File: src/rtl/pipe_ctrl.sv
// rtl/pipe_ctrl.sv - pipeline stall/flush arbiter with multi-cycle divide sequencer
module pipe_ctrl #(
  parameter int DIV_CYCLES = 32,
  parameter int CNT_W      = 6
) (
  input  logic        clk,
  input  logic        rst_n,
  input  logic        stallreq_if,
  input  logic        stallreq_id,
  input  logic        div_start,
  input  logic        dmem_busy,
  input  logic        flush_req,
  input  logic [31:0] flush_pc,
  output logic [5:0]  stall,
  output logic        flush,
  output logic [31:0] new_pc,
  output logic        div_busy,
  output logic        div_done,
  output logic [31:0] perf_stall_cnt
);

  localparam logic [0:0] S_IDLE = 1'b0;
  localparam logic [0:0] S_DIV  = 1'b1;

  localparam logic [5:0] STALL_MEM  = 6'b011111;
  localparam logic [5:0] STALL_EX   = 6'b001111;
  localparam logic [5:0] STALL_ID   = 6'b000111;
  localparam logic [5:0] STALL_IF   = 6'b000011;
  localparam logic [5:0] STALL_NONE = 6'b000000;

  // The start cycle already counts as one hold cycle, so the counter holds the remainder.
  localparam logic [CNT_W-1:0] CNT_LOAD = CNT_W'(DIV_CYCLES - 1);

  logic [0:0]       state_q, state_d;
  logic [CNT_W-1:0] cnt_q, cnt_d;
  logic [31:0]      perf_q, perf_d;
  logic             in_div;
  logic             div_stall;
  logic             cnt_zero;

  always_comb begin
    in_div    = (state_q == S_DIV);
    cnt_zero  = (cnt_q == '0);
    div_stall = (!in_div && div_start) || (in_div && !cnt_zero);
  end

  // Combinational outputs are forced low while reset is asserted.
  always_comb begin
    stall = STALL_NONE;
    if (!rst_n)           stall = STALL_NONE;
    else if (flush_req)   stall = STALL_NONE;
    else if (dmem_busy)   stall = STALL_MEM;
    else if (div_stall)   stall = STALL_EX;
    else if (stallreq_id) stall = STALL_ID;
    else if (stallreq_if) stall = STALL_IF;
  end

  always_comb begin
    flush    = rst_n && flush_req;
    new_pc   = flush ? flush_pc : 32'h0;
    div_done = rst_n && in_div && cnt_zero && !dmem_busy && !flush_req;
    div_busy = in_div;
    perf_stall_cnt = perf_q;
  end

  always_comb begin
    state_d = state_q;
    cnt_d   = cnt_q;
    perf_d  = perf_q + {31'b0, stall[0]};
    if (!in_div) begin
      if (div_start && !flush_req && !dmem_busy) begin
        state_d = S_DIV;
        cnt_d   = CNT_LOAD;
      end
    end else begin
      if (flush_req) begin
        state_d = S_IDLE;
        cnt_d   = '0;
      end else if (!dmem_busy) begin
        if (cnt_zero) state_d = S_IDLE;
        else          cnt_d   = cnt_q - 1'b1;
      end
    end
  end

  always_ff @(posedge clk or negedge rst_n) begin
    if (!rst_n) begin
      state_q <= S_IDLE;
      cnt_q   <= '0;
      perf_q  <= 32'h0;
    end else begin
      state_q <= state_d;
      cnt_q   <= cnt_d;
      perf_q  <= perf_d;
    end
  end

endmodule

File: config.mk
export PLATFORM = sky130hd
export DESIGN_NAME = pipe_ctrl
export DESIGN_NICKNAME = d
export VERILOG_FILES = /design/src/rtl/pipe_ctrl.sv
export SDC_FILE = /design/constraint.sdc
export NUM_CORES = 1
export LEC_CHECK = 0
export CAP_MARGIN = 20
export CORE_AREA = 5 5 78 80
export CTS_CLUSTER_SIZE = 16
export DETAILED_ROUTE_END_ITERATION = 8
export DIE_AREA = 0 0 83 85
export GPL_TIMING_DRIVEN = 0
export PLACE_DENSITY = 0.79
export REMOVE_ABC_BUFFERS = 1
export SYNTH_ARGS = -nofsm -noshare
export SYNTH_HDL_FRONTEND = slang
export SYNTH_SLANG_ARGS = --single-unit
File: constraint.sdc
create_clock -name clk -period 3.9 [get_ports clk]
set_input_delay 0.78 -clock clk [delete_from_list [all_inputs] [get_ports clk]]
set_output_delay 0.78 -clock clk [all_outputs]
set_load 0.05 [all_outputs]
Figure 1. Register map, names as in the netlist.
Scale bar: 20 µm. Other sequential cells in the stronger grey, the rest of the logic in the fainter grey.
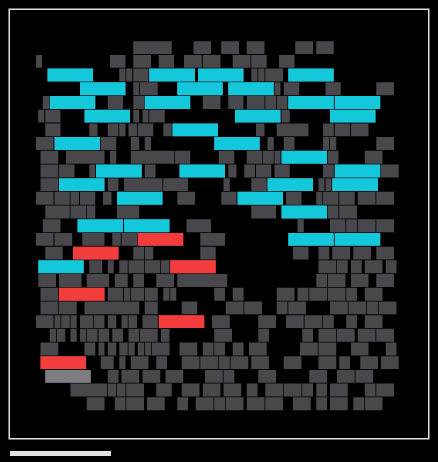
| colour | signal | placed flops |
|---|---|---|
| red | cnt_q | 6 |
| cyan | perf_stall_cnt | 32 |
not coloured: 1

==> results.sh <==
# physical design summary
export IMPL_powerDensity_nw_per_um2=357
export IMPL_die_width_um=83
export IMPL_place_ws_ns=-0.286
export IMPL_synth_area_yosys_um2=2170
export IMPL_hp_start="perf_stall_cnt[31]$_DFF_PN0_"
export IMPL_warnings=26
export IMPL_nNetsFinal=371
export IMPL_dp_cells=392
export IMPL_crit_type="primary input to output port"
export IMPL_ir_drop_mv=0.623
export IMPL_slew_limit_headroom_pct=51.7
export IMPL_grt_pass1_wl_mm=9.78
export IMPL_initial_core_util_pct=40.6
export IMPL_post_synth_instance_area_um2=2170
export IMPL_stdcell_count=401
export IMPL_intPower_w=0.000791
export IMPL_r2r_setup_slack_ns=0.84
export IMPL_root_buffer="clkbuf_8"
export IMPL_htreeDepth=2
export IMPL_drtIter0Drc=66
export IMPL_reg2reg_from="cnt_q[0]$_DFFE_PN0P_"
export IMPL_finalClockPeriodUsage_pct=89.8
export IMPL_drive_gt1_share_pct=6.99
export IMPL_antenna_found_initial=0
export IMPL_cap_viol_max_count=0
export IMPL_chipArea_um2=7060
export IMPL_power_switching_w=0.000446
export IMPL_hold_viol=0
export IMPL_post_route_drc_count=0
export IMPL_crit_buf_inv=2
export IMPL_cp_max_fo=47
export IMPL_worst_r2r_path_depth=13
export IMPL_synth_cells=219
export IMPL_setup_viol=0
export IMPL_cpLargestDelayFamily="buffers and inverters"
export IMPL_antenna_cells=0
export IMPL_power_frac_seq_pct=40.6
export IMPL_row_count=27
export IMPL_finalClockSkew_ns=0.00524
export IMPL_switching_share_pct=36.1
export IMPL_cts_buffers=5
export IMPL_ys_types=40
export IMPL_tritoncts="yes"
export IMPL_hpwl_mm=4.62
export IMPL_hold_class="flip-flop to flip-flop"
export IMPL_min_path_cells=1
export IMPL_arrival_ns=2.72
export IMPL_hold_slack_ns=0.472
export IMPL_timing_rr_end="perf_stall_cnt[24]$_DFF_PN0_"
export IMPL_yosys_warnings=0
export IMPL_final_antenna_net_count=0
export IMPL_period_minus_slack_ns=3.50
export IMPL_endpoint_kind="output port"
export IMPL_ys_seq_share_pct=45.0
export IMPL_cts_clk_slew_worst_paths_ns=0.08
export IMPL_clock_power_share_pct=26.8
export IMPL_clock_fmax_ghz=0.286
export IMPL_worstMarginPinSlew_ns=0.725
export IMPL_async_flop_share_pct=100
export IMPL_tns_ns=0
export IMPL_top_area_cell="dfrtp_1"
export IMPL_status="finished, final reports clean"
export IMPL_rsz0062_at_grt="false"
export IMPL_crit_required_ns=3.12
export IMPL_ys_top_cells_by_area="dfrtp_1 45%, and3_1 11%, xnor2_1 7.7%"
export IMPL_fp_dieH_um=85
export IMPL_drt_pass1_iter_count=4
export IMPL_synth_flop_count=39
export IMPL_core_um2=5340
export IMPL_setup_slack_ns=0.398
export IMPL_insertion_delay_ns=0.28
export IMPL_gp_congestion=0.788
export IMPL_clock_path_buffers=2
export IMPL_edf_count=0
export IMPL_portBuffers=110
export IMPL_ff_type="dfrtp_1"
export IMPL_worst_setup_path_start_kind="primary input"
Figure 2. Signal wires by layer.
Scale bar: 20 µm.
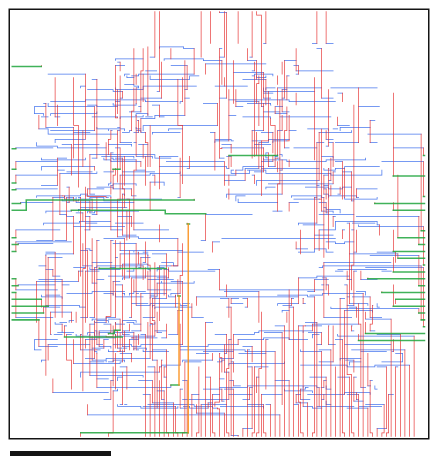
| colour | layer | wire length |
|---|---|---|
| green | met3 | 275 µm |
| blue | met1 | 2590 µm |
| red | met2 | 3030 µm |
| orange | met4 | 59.2 µm |
WL per Instance: 14.9 µm
Tot GR Track Use: 16.7%
Routed WL: 5.96 mm
DR vias: 1963

[per-stage QoR]
stage	instance area (µm²)	total power [W]
2_1_floorplan	2120	0.000734
3_3_place_gp	3310	0.000899
3_5_place_dp	3330	0.000909
4_1_cts	3440	0.00125
5_1_grt	3470	0.00130
6_report	3470	0.00124
[placed cells by master, fill, tap and decap left out, drive strengths merged, types with 4 or more instances in the layout]
cell	n
xnor2	19
nand2	19
ha	4
clkdlybuf4s50	108
nand3	9
dfrtp	39
inv	6
xor2	12
and3	37
clkbuf	5
a21oi	7
nor3	4
nor2	16
nand4	5
[state kept, by name, summed over array words and instances (netlist names)]
| register | count |
|---|---|
| cnt_q | 6 |
| div_busy | 1 |
| perf_stall_cnt | 32 |
[worst max path at each step]
stage                       startpoint  cells after the start  slack [ns]                           end
finish                           rst_n                      4        0.40                      stall[0]
global route                     rst_n                      4        0.19                      stall[0]
CTS                          flush_req                      5        0.24                      stall[0]
detailed placement           flush_req                     11       -0.29  perf_stall_cnt[24]$_DFF_PN0_
global placement                 rst_n                     10       -1.67  perf_stall_cnt[24]$_DFF_PN0_
floorplan           div_busy$_DFF_PN0_                     11       -0.34  perf_stall_cnt[26]$_DFF_PN0_
[power by group through the flow]
| stage | Clock, W | Combinational [W] | Sequential (W) |
|---|---|---|---|
| 2_1_floorplan | 0 | 0.000135 | 0.000599 |
| 3_3_place_gp | 0 | 0.000393 | 0.000506 |
| 3_5_place_dp | 0 | 0.000401 | 0.000508 |
| 4_1_cts | 0.000343 | 0.000402 | 0.000502 |
| 5_1_grt | 0.000363 | 0.000424 | 0.000511 |
| 6_report | 0.000331 | 0.000403 | 0.000502 |
[logic make-up (layout without fill, tap and decap cells)]
family / Yosys count / after routing / share of synthesized area [%]
AOI/OAI and AO/OA: 23 / 23 / 6.87
xor gates and xnor gates: 31 / 31 / 12.5
adders and majority gates: 4 / 4 / 2.31
buffers and inverters: 16 / 126 / 3.12
DFF: 39 / 39 / 45.0
other: 1 / 1 / 0.173
and+or+nand+nor: 105 / 105 / 30.0
[Yosys cell counts (4+ instances only)]
library cell / n
inv_1: 6
nand3_1: 8
and3_1: 37
nand2_1: 19
xnor2_1: 19
clkbuf_1: 8
ha_1: 4
a21oi_1: 7
nor2_1: 13
xor2_1: 12
dfrtp_1: 39
[layout make-up]
type                            count  area (µm²)
Fill cell                         473        1870
Timing Repair Buffer              112        1140
Multi-Input combinational cell    164        1120
Sequential cell                    39         976
Tap cell                           72        90.1
Clock buffer                        5        68.8
Clock inverter                      3        43.8
Inverter                            6        22.5
[timing repair]
action | 4_1_cts | 5_1_grt
gates resized | 1 | 0
hold buffers | 0 | 0
endpoints found under the setup margin | 10 | 0
buffers inserted | 0 | 0
[metal layers]
metal | vias to the layer above | wire length [µm] | GRT usage [%]
li1 | 974 | - | -
met1 | 928 | 2590 | 21.6
met2 | 57 | 3030 | 29.2
met3 | 4 | 275 | 3.40
met4 | 0 | 59 | 3.57
met5 | - | 0 | 0
[worst reg2reg max path, delay by kind of cell, from the launching register on]
kind	cells	cell delay, ns
and+or+nand+nor	6	1.19
adders and majority gates	3	0.73
DFF	1	0.40
AOI/OAI and AO/OA	2	0.40
xor gates and xnor gates	1	0.15
buffers and inverters	1	0.10
Power is estimated from default activity; no workload was simulated.
